$ cat src/rtl/packet_tx_framer_if.sv
// Valid/ready link carrying serialised packet frames toward the radio/MAC.
// The framer drives through master; the link partner uses slave.
interface packet_tx_framer_if #(
   parameter int WORD_WIDTH = 16
);
   logic                  tx_valid;
   logic                  tx_ready;
   logic [WORD_WIDTH-1:0] tx_data;
   logic                  tx_sof;
   logic                  tx_eof;

   modport master (output tx_valid, tx_data, tx_sof, tx_eof, input tx_ready);
   modport slave  (input tx_valid, tx_data, tx_sof, tx_eof, output tx_ready);
endinterface

$ cat src/rtl/packet_tx_framer.sv
// Captures packed reward packets into a whole-packet FIFO and serialises each
// one as an 8-word frame on a valid/ready link, with an optional inter-frame gap.
module packet_tx_framer #(
   parameter int WORD_WIDTH = 16,
   parameter int FIFO_DEPTH = 4,
   parameter int GAP_CYCLES = 2
) (
   input  logic                            clk,
   input  logic                            nrst,
   input  logic                            en,
   input  logic                            push,
   input  logic [2:0]                      rPacketType,
   input  logic [WORD_WIDTH-1:0]           rDestinationID,
   input  logic [WORD_WIDTH-1:0]           rSourceID,
   input  logic [WORD_WIDTH-1:0]           rEnergyLeft,
   input  logic [WORD_WIDTH-1:0]           rQValue,
   input  logic [WORD_WIDTH-1:0]           rSourceHops,
   input  logic [WORD_WIDTH-1:0]           rChosenCH,
   input  logic [WORD_WIDTH-1:0]           rHopsFromCH,
   packet_tx_framer_if.master              tx,
   output logic                            tx_busy,
   output logic [$clog2(FIFO_DEPTH):0]     fifo_count,
   output logic [7:0]                      drop_invalid_cnt,
   output logic [7:0]                      drop_full_cnt
);
   localparam int AW = $clog2(FIFO_DEPTH);
   localparam int CW = AW + 1;
   localparam int GW = $clog2(GAP_CYCLES + 2);

   typedef enum logic [1:0] {S_IDLE, S_SEND, S_GAP} state_t;

   logic [WORD_WIDTH-1:0] mem_q [FIFO_DEPTH][8];
   logic [WORD_WIDTH-1:0] cap_word [8];

   state_t          state_q, state_d;
   logic [2:0]      beat_q, beat_d;
   logic [GW-1:0]   gap_q, gap_d;
   logic [AW-1:0]   wr_ptr_q, wr_ptr_d;
   logic [AW-1:0]   rd_ptr_q, rd_ptr_d;
   logic [CW-1:0]   count_q, count_d;
   logic [7:0]      inv_cnt_q, inv_cnt_d;
   logic [7:0]      full_cnt_q, full_cnt_d;
   logic            is_invalid, is_full, push_ok, pop;

   always_comb begin
      cap_word[0] = WORD_WIDTH'(rPacketType);
      cap_word[1] = rDestinationID;
      cap_word[2] = rSourceID;
      cap_word[3] = rEnergyLeft;
      cap_word[4] = rQValue;
      cap_word[5] = rSourceHops;
      cap_word[6] = rChosenCH;
      cap_word[7] = rHopsFromCH;
   end

   // Fullness uses the pre-edge count, so a same-edge pop never frees room.
   assign is_invalid = (rPacketType == 3'b111);
   assign is_full    = (count_q == CW'(FIFO_DEPTH));
   assign push_ok    = push && !is_invalid && !is_full;

   always_ff @(posedge clk) begin
      if (push_ok) begin
         for (int i = 0; i < 8; i++) mem_q[wr_ptr_q][i] <= cap_word[i];
      end
   end

   always_comb begin
      wr_ptr_d   = wr_ptr_q + (push_ok ? 1'b1 : 1'b0);
      rd_ptr_d   = rd_ptr_q + (pop ? 1'b1 : 1'b0);
      count_d    = count_q;
      if (push_ok && !pop) count_d = count_q + 1'b1;
      if (!push_ok && pop) count_d = count_q - 1'b1;
      inv_cnt_d  = inv_cnt_q;
      full_cnt_d = full_cnt_q;
      if (push && is_invalid && inv_cnt_q != 8'hFF) inv_cnt_d = inv_cnt_q + 1'b1;
      if (push && !is_invalid && is_full && full_cnt_q != 8'hFF)
         full_cnt_d = full_cnt_q + 1'b1;
   end

   always_comb begin
      state_d = state_q;
      beat_d  = beat_q;
      gap_d   = gap_q;
      pop     = 1'b0;
      case (state_q)
         S_IDLE: begin
            if (en && count_q != '0) begin
               state_d = S_SEND;
               beat_d  = 3'd0;
            end
         end
         S_SEND: begin
            if (tx.tx_ready) begin
               if (beat_q == 3'd7) begin
                  pop    = 1'b1;
                  beat_d = 3'd0;
                  if (GAP_CYCLES > 0) begin
                     state_d = S_GAP;
                     gap_d   = GW'(GAP_CYCLES);
                  end else begin
                     state_d = S_IDLE;
                  end
               end else begin
                  beat_d = beat_q + 3'd1;
               end
            end
         end
         S_GAP: begin
            gap_d = gap_q - 1'b1;
            if (gap_q <= GW'(1)) begin
               gap_d   = '0;
               state_d = S_IDLE;
            end
         end
         default: state_d = S_IDLE;
      endcase
   end

   always_ff @(posedge clk or negedge nrst) begin
      if (!nrst) begin
         state_q    <= S_IDLE;
         beat_q     <= '0;
         gap_q      <= '0;
         wr_ptr_q   <= '0;
         rd_ptr_q   <= '0;
         count_q    <= '0;
         inv_cnt_q  <= '0;
         full_cnt_q <= '0;
      end else begin
         state_q    <= state_d;
         beat_q     <= beat_d;
         gap_q      <= gap_d;
         wr_ptr_q   <= wr_ptr_d;
         rd_ptr_q   <= rd_ptr_d;
         count_q    <= count_d;
         inv_cnt_q  <= inv_cnt_d;
         full_cnt_q <= full_cnt_d;
      end
   end

   // Head packet is read straight from storage; outputs are zero off-frame.
   assign tx.tx_valid      = (state_q == S_SEND);
   assign tx.tx_data       = tx.tx_valid ? mem_q[rd_ptr_q][beat_q] : '0;
   assign tx.tx_sof        = tx.tx_valid && (beat_q == 3'd0);
   assign tx.tx_eof        = tx.tx_valid && (beat_q == 3'd7);
   assign tx_busy          = (state_q != S_IDLE);
   assign fifo_count       = count_q;
   assign drop_invalid_cnt = inv_cnt_q;
   assign drop_full_cnt    = full_cnt_q;
endmodule

$ cat src/flat_wrapper.sv
// flat-port wrapper written by rule: the top's interface ports become plain ports
module packet_tx_framer_flat 
#(
   parameter int WORD_WIDTH = 16,
   parameter int FIFO_DEPTH = 4,
   parameter int GAP_CYCLES = 2
)
  (clk, nrst, en, push, rPacketType, rDestinationID, rSourceID, rEnergyLeft, rQValue, rSourceHops, rChosenCH, rHopsFromCH, tx_busy, fifo_count, drop_invalid_cnt, drop_full_cnt, tx_tx_valid, tx_tx_data, tx_tx_sof, tx_tx_eof, tx_tx_ready);
  packet_tx_framer_if #(.WORD_WIDTH(WORD_WIDTH)) tx_i ();
  input  logic clk;
  input  logic nrst;
  input  logic en;
  input  logic push;
  input  logic [2:0] rPacketType;
  input  logic [WORD_WIDTH-1:0] rDestinationID;
  input  logic [WORD_WIDTH-1:0] rSourceID;
  input  logic [WORD_WIDTH-1:0] rEnergyLeft;
  input  logic [WORD_WIDTH-1:0] rQValue;
  input  logic [WORD_WIDTH-1:0] rSourceHops;
  input  logic [WORD_WIDTH-1:0] rChosenCH;
  input  logic [WORD_WIDTH-1:0] rHopsFromCH;
  output logic tx_busy;
  output logic [$clog2(FIFO_DEPTH):0] fifo_count;
  output logic [7:0] drop_invalid_cnt;
  output logic [7:0] drop_full_cnt;
  output wire logic [$bits(tx_i.tx_valid)-1:0] tx_tx_valid;
  output wire logic [$bits(tx_i.tx_data)-1:0] tx_tx_data;
  output wire logic [$bits(tx_i.tx_sof)-1:0] tx_tx_sof;
  output wire logic [$bits(tx_i.tx_eof)-1:0] tx_tx_eof;
  input wire logic [$bits(tx_i.tx_ready)-1:0] tx_tx_ready;
  assign tx_tx_valid = tx_i.tx_valid;
  assign tx_tx_data = tx_i.tx_data;
  assign tx_tx_sof = tx_i.tx_sof;
  assign tx_tx_eof = tx_i.tx_eof;
  assign tx_i.tx_ready = tx_tx_ready;
  packet_tx_framer #(.WORD_WIDTH(WORD_WIDTH), .FIFO_DEPTH(FIFO_DEPTH), .GAP_CYCLES(GAP_CYCLES)) u_core (.clk(clk), .nrst(nrst), .en(en), .push(push), .rPacketType(rPacketType), .rDestinationID(rDestinationID), .rSourceID(rSourceID), .rEnergyLeft(rEnergyLeft), .rQValue(rQValue), .rSourceHops(rSourceHops), .rChosenCH(rChosenCH), .rHopsFromCH(rHopsFromCH), .tx(tx_i), .tx_busy(tx_busy), .fifo_count(fifo_count), .drop_invalid_cnt(drop_invalid_cnt), .drop_full_cnt(drop_full_cnt));
endmodule
$ cat config.mk
export PLATFORM = sky130hd
export DESIGN_NAME = packet_tx_framer_flat
export DESIGN_NICKNAME = d
export VERILOG_FILES = /design/src/rtl/packet_tx_framer_if.sv /design/src/rtl/packet_tx_framer.sv /design/src/flat_wrapper.sv
export SDC_FILE = /design/constraint.sdc
export NUM_CORES = 1
export LEC_CHECK = 0
export CORE_MARGIN = 5
export CORE_UTILIZATION = 41
export CTS_CLUSTER_SIZE = 40
export DETAILED_ROUTE_END_ITERATION = 7
export GPL_ROUTABILITY_DRIVEN = 0
export SLEW_MARGIN = 20
export SYNTH_ARGS = -nofsm -noshare
export SYNTH_HDL_FRONTEND = slang
export SYNTH_SLANG_ARGS = --single-unit
$ cat constraint.sdc
create_clock -name clk -period 11.3 [get_ports clk]
set_input_delay 2.825 -clock clk [delete_from_list [all_inputs] [get_ports clk]]
set_output_delay 2.825 -clock clk [all_outputs]
set_load 0.05 [all_outputs]
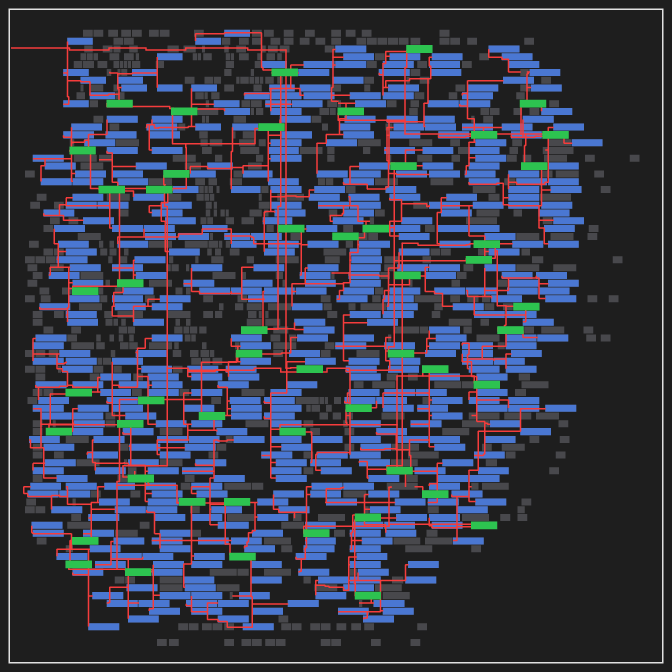
(routed clock nets over the placement)
legend:
  clock wires:
    color: red
    length: 5380 microns
  clock-net drivers:
    color: green
    count: 51
  flip-flops:
    color: blue
    count: 490
routed clock nets: 52
insertion delay at the late pin of the worst-skew pair: 0.59 ns
P_clk: 1660 uW
skew final: 0.0139 ns
portion of total power attributed to the clock network: 27.8%

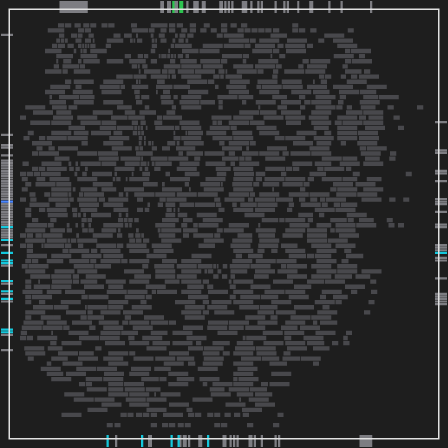
(ports around the boundary)
Pins as bars across the die edge, other pins in gray.
legend:
  rPacketType:
    color: green
    pins: 3
    direction: input
    edge: north
  tx_tx_valid:
    color: blue
    pins: 1
    direction: output
    edge: west
  rEnergyLeft:
    color: cyan
    pins: 16
    direction: input
    edge: 10 west, 5 south, 1 east
all pins by edge: 52 west, 51 north, 32 south, 24 east
die extent in x: 227 microns
Port Buf Inserts: 158
Vert. Die Dim: 227 microns

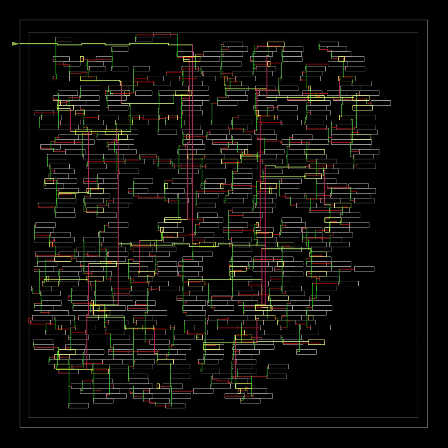
(clock wiring as the flow saved it)
clock sink count: 490
clock buffers created by TritonCTS: 51

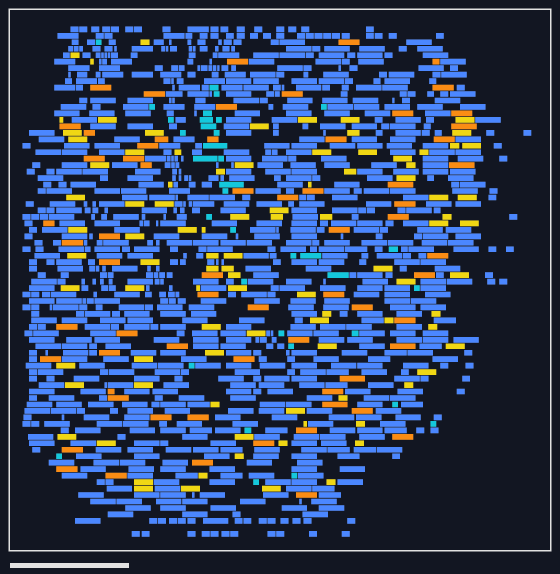
(sizing map)
Bar = 50 microns.
legend:
  x6 and larger:
    color: orange
    cells: 65
    share: 5.7%
    most_used: clkbuf_16
  x2:
    color: yellow
    cells: 94
    share: 8.3%
    most_used: mux4_2
  x3 and x4:
    color: cyan
    cells: 35
    share: 3.1%
    most_used: buf_4
  x1 and smaller:
    color: blue
    cells: 941
    share: 83%
    most_used: edfxtp_1
area growth from synthesis to layout: 19.7%
Post-Layout Inst Area: 0.0231 sq mm
buffer count excluding the clock tree in the final layout: 176
crit path setup slack, layout: 3.72 ns

==> metrics.cfg <==
[run_status]
outcome = finished, final reports clean

[floorplan]
i_o_pin_count = 159
placementRows = 79
taps = 607

[timing]
setup_repair_after_global_routing_missed_its_margin = false
totalNegativeSetupSlack_ns = 0

[yosys]
ys_sh_xor_pct = 0.861
yosys_register_bits = 490
syn-instance-count = 917
count_of_flip_flops_with_a_built_in_enable_after_synthesis = 460
yosys.area.top_type = sky130_fd_sc_hd__edfxtp_1

[worst_hold_path]
holdCritStartpoint = u_core.drop_full_cnt[7]

[clock_network]
tritoncts = yes
total_number_of_h_tree_levels = 2
cts_hold_fix_bufs = 0
clk_pin_slew_ns = 0.06
post-cts-setup-buffer-count = 0

[grt]
gr-usage-met2_pct = 28.0
gr-usage-met3_pct = 4.10
grt-ovfl-total = 0
grt_util_met1_pct = 23.0

[drt]
highest_layer = met5
drt_wl_total_microns = 44100
antenna_violating_nets_post_route = 0

[critical_path]
crit_path_cell_chain = buf_4, buf_4, mux4_2, mux2_2, a221oi_1, a211oi_1, clkdlybuf4s50_1
worstPathArrival_ns = 4.75
timing.reg2reg.setup_slack_ns = 7.97
timing.critical_path.from_type = register
crit_cells = 7
cp_common_cell = sky130_fd_sc_hd__buf_4
worst_ep_required_time_ns = 8.48
worstRegToRegCells = 6

[cells_and_area]
fillers = 3734
antenna-diode-count = 0
layout.core_utilization_pct = 49.7

[power_and_ir_drop]
comb_power_share_pct = 30.4

Power and IR drop assume default switching activity.
